<file path="src/rtl/conv_csr_mc.sv">
// conv_csr_mc: ICB register window that starts N_CH conv channels, tracks busy/done
// per channel and counts busy cycles per channel.
// Optional feature macro: CONV_CSR_IRQ_EN adds the IE register and the irq output.
//   With CONV_CSR_IRQ_EN undefined, there is no irq port and any IE access returns an error.
// Register map (word offsets from BASE_ADDR, addr[1:0] ignored):
//   0x00 CTRL   write-1 start bits; reads 0
//   0x04 STAT   busy[N_CH-1:0] RO, done[8+N_CH-1:8] sticky W1C
//   0x08 IE     irq enable (CONV_CSR_IRQ_EN only)
//   0x10+4*i    CYC_i, RO, zero-extended
module conv_csr_mc #(
   parameter logic [31:0] BASE_ADDR = 32'h1004_0000,
   parameter int unsigned N_CH      = 4,
   parameter int unsigned CNT_W     = 32
) (
   input  logic              clk,
   input  logic              rst,
   input  logic              csr_icb_cmd_valid,
   output logic              csr_icb_cmd_ready,
   input  logic [31:0]       csr_icb_cmd_addr,
   input  logic              csr_icb_cmd_read,
   input  logic [31:0]       csr_icb_cmd_wdata,
   input  logic [3:0]        csr_icb_cmd_wmask,
   output logic              csr_icb_rsp_valid,
   input  logic              csr_icb_rsp_ready,
   output logic [31:0]       csr_icb_rsp_rdata,
   output logic              csr_icb_rsp_err,
   output logic [N_CH-1:0]   ch_start,
   input  logic [N_CH-1:0]   ch_done
`ifdef CONV_CSR_IRQ_EN
   ,
   output logic              irq
`endif
);

   localparam logic [29:0]      WORD_CTRL = 30'd0;
   localparam logic [29:0]      WORD_STAT = 30'd1;
   localparam logic [29:0]      WORD_IE   = 30'd2;
   localparam logic [29:0]      WORD_CYC0 = 30'd4;
   localparam logic [CNT_W-1:0] CNT_MAX   = '1;

   logic [N_CH-1:0]  r_busy;
   logic [N_CH-1:0]  r_done;
   logic [N_CH-1:0]  r_ch_start;
   logic [CNT_W-1:0] r_cyc [N_CH];
   logic             r_rsp_valid;
   logic [31:0]      r_rsp_rdata;
   logic             r_rsp_err;

   logic             w_hs;
   logic [31:0]      w_off;
   logic [29:0]      w_word;
   logic             w_hit_ctrl;
   logic             w_hit_stat;
   logic             w_hit_ie;
   logic             w_hit_cyc;
   logic [31:0]      w_cyc_rd;
   logic [31:0]      w_stat;
   logic             w_err;
   logic [31:0]      w_rdata;
   logic             w_wr_ok;
   logic [N_CH-1:0]  w_start;
   logic [N_CH-1:0]  w_done_clr;
   logic             w_unused_ok;

`ifdef CONV_CSR_IRQ_EN
   logic [N_CH-1:0]  r_ie;
   logic             r_irq;
   logic             w_ie_wr;
`endif

   // One outstanding transaction: a new command is taken only when the response slot frees up
   assign csr_icb_cmd_ready = ~r_rsp_valid | csr_icb_rsp_ready;
   assign w_hs              = csr_icb_cmd_valid & csr_icb_cmd_ready;

   // Byte offset bits, unused wdata/wmask lanes
   assign w_unused_ok = ^{csr_icb_cmd_wdata, csr_icb_cmd_wmask, w_off[1:0]};

   // Address decode, read mux and write-side effects of the current command
   always_comb begin
      w_off      = csr_icb_cmd_addr - BASE_ADDR;
      w_word     = w_off[31:2];
      w_hit_ctrl = (w_word == WORD_CTRL);
      w_hit_stat = (w_word == WORD_STAT);
`ifdef CONV_CSR_IRQ_EN
      w_hit_ie   = (w_word == WORD_IE);
`else
      w_hit_ie   = 1'b0;
`endif
      w_hit_cyc  = 1'b0;
      w_cyc_rd   = '0;
      for (int i = 0; i < int'(N_CH); i++) begin
         if (w_word == WORD_CYC0 + 30'(i)) begin
            w_hit_cyc = 1'b1;
            w_cyc_rd  = 32'(r_cyc[i]);
         end
      end

      // CYC_i is read-only, so a write to it is an error like an unmapped address
      w_err = ~(w_hit_ctrl | w_hit_stat | w_hit_ie | w_hit_cyc) |
              (w_hit_cyc & ~csr_icb_cmd_read);

      w_stat             = '0;
      w_stat[N_CH-1:0]   = r_busy;
      w_stat[8 +: N_CH]  = r_done;

      w_rdata = '0;
      if (!w_err && csr_icb_cmd_read) begin
         if (w_hit_stat) w_rdata = w_stat;
         if (w_hit_cyc)  w_rdata = w_cyc_rd;
`ifdef CONV_CSR_IRQ_EN
         if (w_hit_ie)   w_rdata = 32'(r_ie);
`endif
      end

      w_wr_ok    = w_hs & ~csr_icb_cmd_read & ~w_err;
      // Start requests to busy channels are dropped silently
      w_start    = (w_wr_ok & w_hit_ctrl & csr_icb_cmd_wmask[0]) ?
                   (csr_icb_cmd_wdata[N_CH-1:0] & ~r_busy) : '0;
      w_done_clr = (w_wr_ok & w_hit_stat & csr_icb_cmd_wmask[1]) ?
                   csr_icb_cmd_wdata[8 +: N_CH] : '0;
`ifdef CONV_CSR_IRQ_EN
      w_ie_wr    = w_wr_ok & w_hit_ie & csr_icb_cmd_wmask[0];
`endif
   end

   // Response register: loaded on handshake, held until the host takes it
   always_ff @(posedge clk) begin
      if (rst) begin
         r_rsp_valid <= 1'b0;
         r_rsp_rdata <= '0;
         r_rsp_err   <= 1'b0;
      end else if (w_hs) begin
         r_rsp_valid <= 1'b1;
         r_rsp_rdata <= w_rdata;
         r_rsp_err   <= w_err;
      end else if (csr_icb_rsp_ready) begin
         r_rsp_valid <= 1'b0;
      end
   end

   // Channel status: start pulse, busy, sticky done (a coincident ch_done beats the clear)
   always_ff @(posedge clk) begin
      if (rst) begin
         r_ch_start <= '0;
         r_busy     <= '0;
         r_done     <= '0;
      end else begin
         r_ch_start <= w_start;
         r_busy     <= (r_busy & ~ch_done) | w_start;
         r_done     <= (r_done & ~w_done_clr) | ch_done;
      end
   end

   // Busy-cycle counters: cleared with the start pulse, counting stops on the done cycle
   always_ff @(posedge clk) begin
      for (int i = 0; i < int'(N_CH); i++) begin
         if (rst) begin
            r_cyc[i] <= '0;
         end else if (w_start[i]) begin
            r_cyc[i] <= '0;
         end else if (r_busy[i] && !ch_done[i] && (r_cyc[i] != CNT_MAX)) begin
            r_cyc[i] <= r_cyc[i] + CNT_W'(1);
         end
      end
   end

`ifdef CONV_CSR_IRQ_EN
   // Interrupt enable register and registered level interrupt
   always_ff @(posedge clk) begin
      if (rst) begin
         r_ie  <= '0;
         r_irq <= 1'b0;
      end else begin
         if (w_ie_wr) r_ie <= csr_icb_cmd_wdata[N_CH-1:0];
         r_irq <= |(r_done & r_ie);
      end
   end

   assign irq = r_irq;
`endif

   assign csr_icb_rsp_valid = r_rsp_valid;
   assign csr_icb_rsp_rdata = r_rsp_rdata;
   assign csr_icb_rsp_err   = r_rsp_err;
   assign ch_start          = r_ch_start;

endmodule

</file>
<file path="config.mk">
export PLATFORM = sky130hd
export DESIGN_NAME = conv_csr_mc
export DESIGN_NICKNAME = d
export VERILOG_FILES = /design/src/rtl/conv_csr_mc.sv
export SDC_FILE = /design/constraint.sdc
export NUM_CORES = 1
export LEC_CHECK = 0
export CORE_ASPECT_RATIO = 1.75
export CORE_MARGIN = 4
export CORE_UTILIZATION = 45
export CTS_CLUSTER_SIZE = 20
export DETAILED_ROUTE_END_ITERATION = 8
export HOLD_SLACK_MARGIN = 0.15
export PLACE_DENSITY = 0.75
export RECOVER_POWER = 25
export REMOVE_ABC_BUFFERS = 1
export SKIP_CTS_REPAIR_TIMING = 1
export SYNTH_ARGS = -nofsm -noshare
export SYNTH_HDL_FRONTEND = slang
export SYNTH_SLANG_ARGS = --single-unit
</file>
<file path="constraint.sdc">
create_clock -name clk -period 4.8 [get_ports clk]
set_input_delay 1.44 -clock clk [delete_from_list [all_inputs] [get_ports clk]]
set_output_delay 1.44 -clock clk [all_outputs]
set_load 0.01 [all_outputs]
</file>
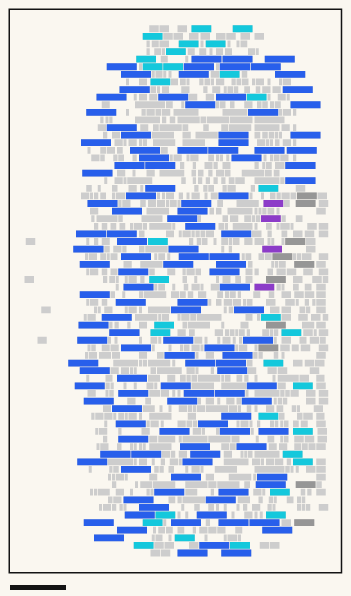
(sequential cells grouped by signal name)
The bar under the picture is 20 um long.
legend:
  `r_busy`:
    color: purple
    flops: 4
    where: right middle
  `csr_icb_rsp_rdata`:
    color: cyan
    flops: 32
  `r_cyc`:
    color: blue
    flops: 128
not colored: 10
seq pwr: 1.71 mW
area of all sequential standard cells: 4765 um2

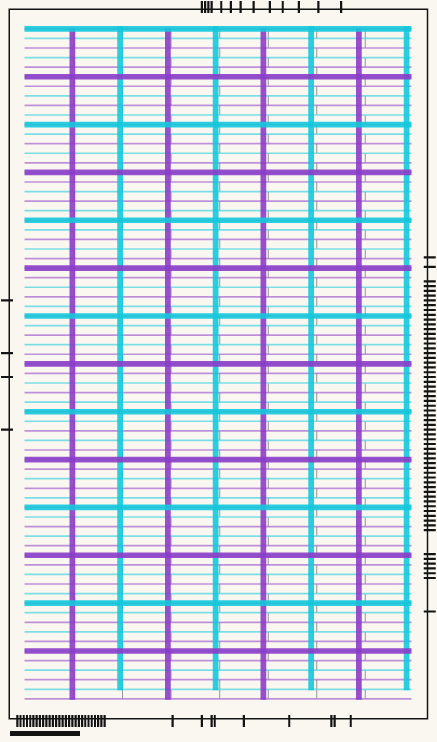
(power grid)
The bar under the picture is 20 um long. Pins as bars on the die edge. Tap cells in gray.
legend:
  VSS:
    color: purple
  VDD:
    color: cyan
met1 rails: 71
rows: 70
Die Ht: 201.2 um
horizontal die dimension: 118.4 um
largest voltage drop on the vdd net: 0.2559 mV
total core area: 20930 um2

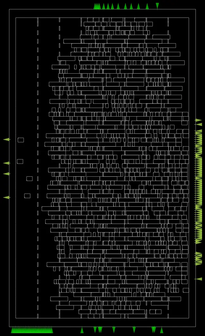
(placed standard cells)
TAP cells: 252
standard-cell row count: 70
post-layout utilization of the core: 54.09%

==> run summary <==
The full implementation flow was run.

The multi-input combinational area share stands at approximately two fifths. TritonCTS built the clock tree. The OpenROAD report gives the critical path a required time of 3360 ps. The max-slew violation total from the final report stands at 9. The worst pin sits at a relative slew slack of -29.85%. The number of levels in the clock H-tree stands at 4. The final antenna diode count stands at 0.

The initial antenna violation count came to 0. In this run the maximum-capacitance check reported violations numbering 1. For the worst flop-to-flop path, the logic depth is 6.

After synthesis, the largest area contributor takes up around 40% of total cell area. The cell family contributing the most delay on the critical path is buffers and inverters. The detailed-route wire length stands at 26.23 mm. In the final layout, the clock buffer count is 18. Ranked by flip-flop count, first place goes to r_cyc. Summing over the stages, the warning tally comes to 53.

The clock network power consumption stands at 1.42 mW. In the CTS report, the clock slew at the register clock pins of the worst setup and hold paths is listed as approximately 60 ps. The chip area estimate from yosys synthesis stands at 9598 um2. The buffer levels on the longest clock path stands at 2. The cell-mix breakdown from Yosys lists the compound-gate area share as 5.175%. The switching component of the power was reported as just under 800 uW. The mapped netlist covers approximately 9600 um2. The post-synth register bit count is 174.

In this run the most critical hold path is launched from csr_icb_rsp_rdata[8]$_SDFFE_PP0P_. Non-clock buffers in the final layout number ~110. The number of flip-flops under the largest register name stands at ~130. The peak clock frequency supported by timing stands at 244.8 MHz. The number of nets at the end of the flow stands at 1068. The clock tree has to reach 174 sinks. By instance count after routing, the leading logic cell type is sky130_fd_sc_hd__nor2_1. Once detail routing completed, the nets flagged for antenna violations numbered 0.

For hold timing, the worst endpoint is csr_icb_rsp_rdata[8]$_SDFFE_PP0P_. The final reports fail on capacitance limit, slew limit. The clock latency reported for the late side of the worst-skew pair stands at roughly 440 ps. The flow ran to the end, but the final reports show violations. In the power breakdown, the biggest contributor is sequential cells. The launch point of the critical path was reported as csr_icb_rsp_ready. The commonest register cell is sky130_fd_sc_hd__edfxtp_1. For this run, design rule violations remaining after detail routing come to 0. Per STA, the worst path is made up of clkdlybuf4s50_1 -> nand2b_1 -> clkdlybuf4s50_1.

Setup repair after global routing left no endpoint under its margin. The routed wirelength on the met1 layer is recorded as 9.716 mm. Counting instances in the post-synthesis netlist gives the leading cell types as sky130_fd_sc_hd__nor2_1, sky130_fd_sc_hd__edfxtp_1, sky130_fd_sc_hd__xor2_1, sky130_fd_sc_hd__nand3_1, sky130_fd_sc_hd__nand2_1.

In the finished design the tool counted flip-flops and latches totalling 174.
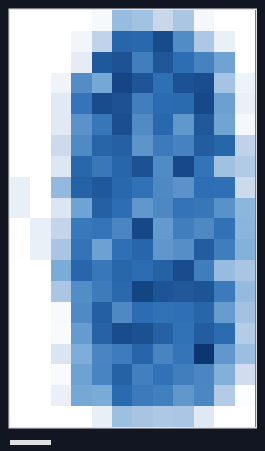
(placement density heat map)
The bar under the picture is 20 um long. The die is cut into 12 by 20 equal tiles; white is low, dark blue is high, 0 to 100% covered.
mean over tiles: 46%
emptiest ninth of the die: top left
fullest tile: 98%
tiles over 75% full: 25%
nearly empty tiles: 20%
Initial Utilization: 45.85%

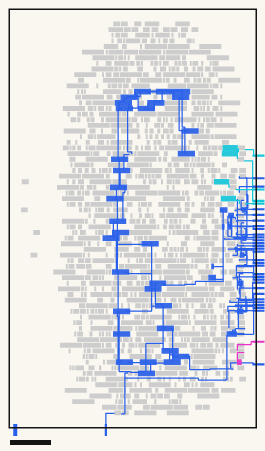
(port wiring)
The bar under the picture is 20 um long.
legend:
  `csr_icb_cmd_addr`:
    color: blue
    bits: 32
    direction: input
    edge: 29 right, 3 bottom
    end_cells: 46
    buffers: 32
    wire: 1430 um
  `ch_start`:
    color: cyan
    bits: 4
    direction: output
    edge: right
    end_cells: 4
    buffers: 4
    wire: 58.6 um
  `csr_icb_rsp_ready`:
    color: magenta
    bits: 1
    direction: input
    edge: right
    end_cells: 1
    buffers: 1
    wire: 20.4 um
Port Buffer Count: 87
I/O pin total: 116

Power is estimated from default activity; no workload was simulated.
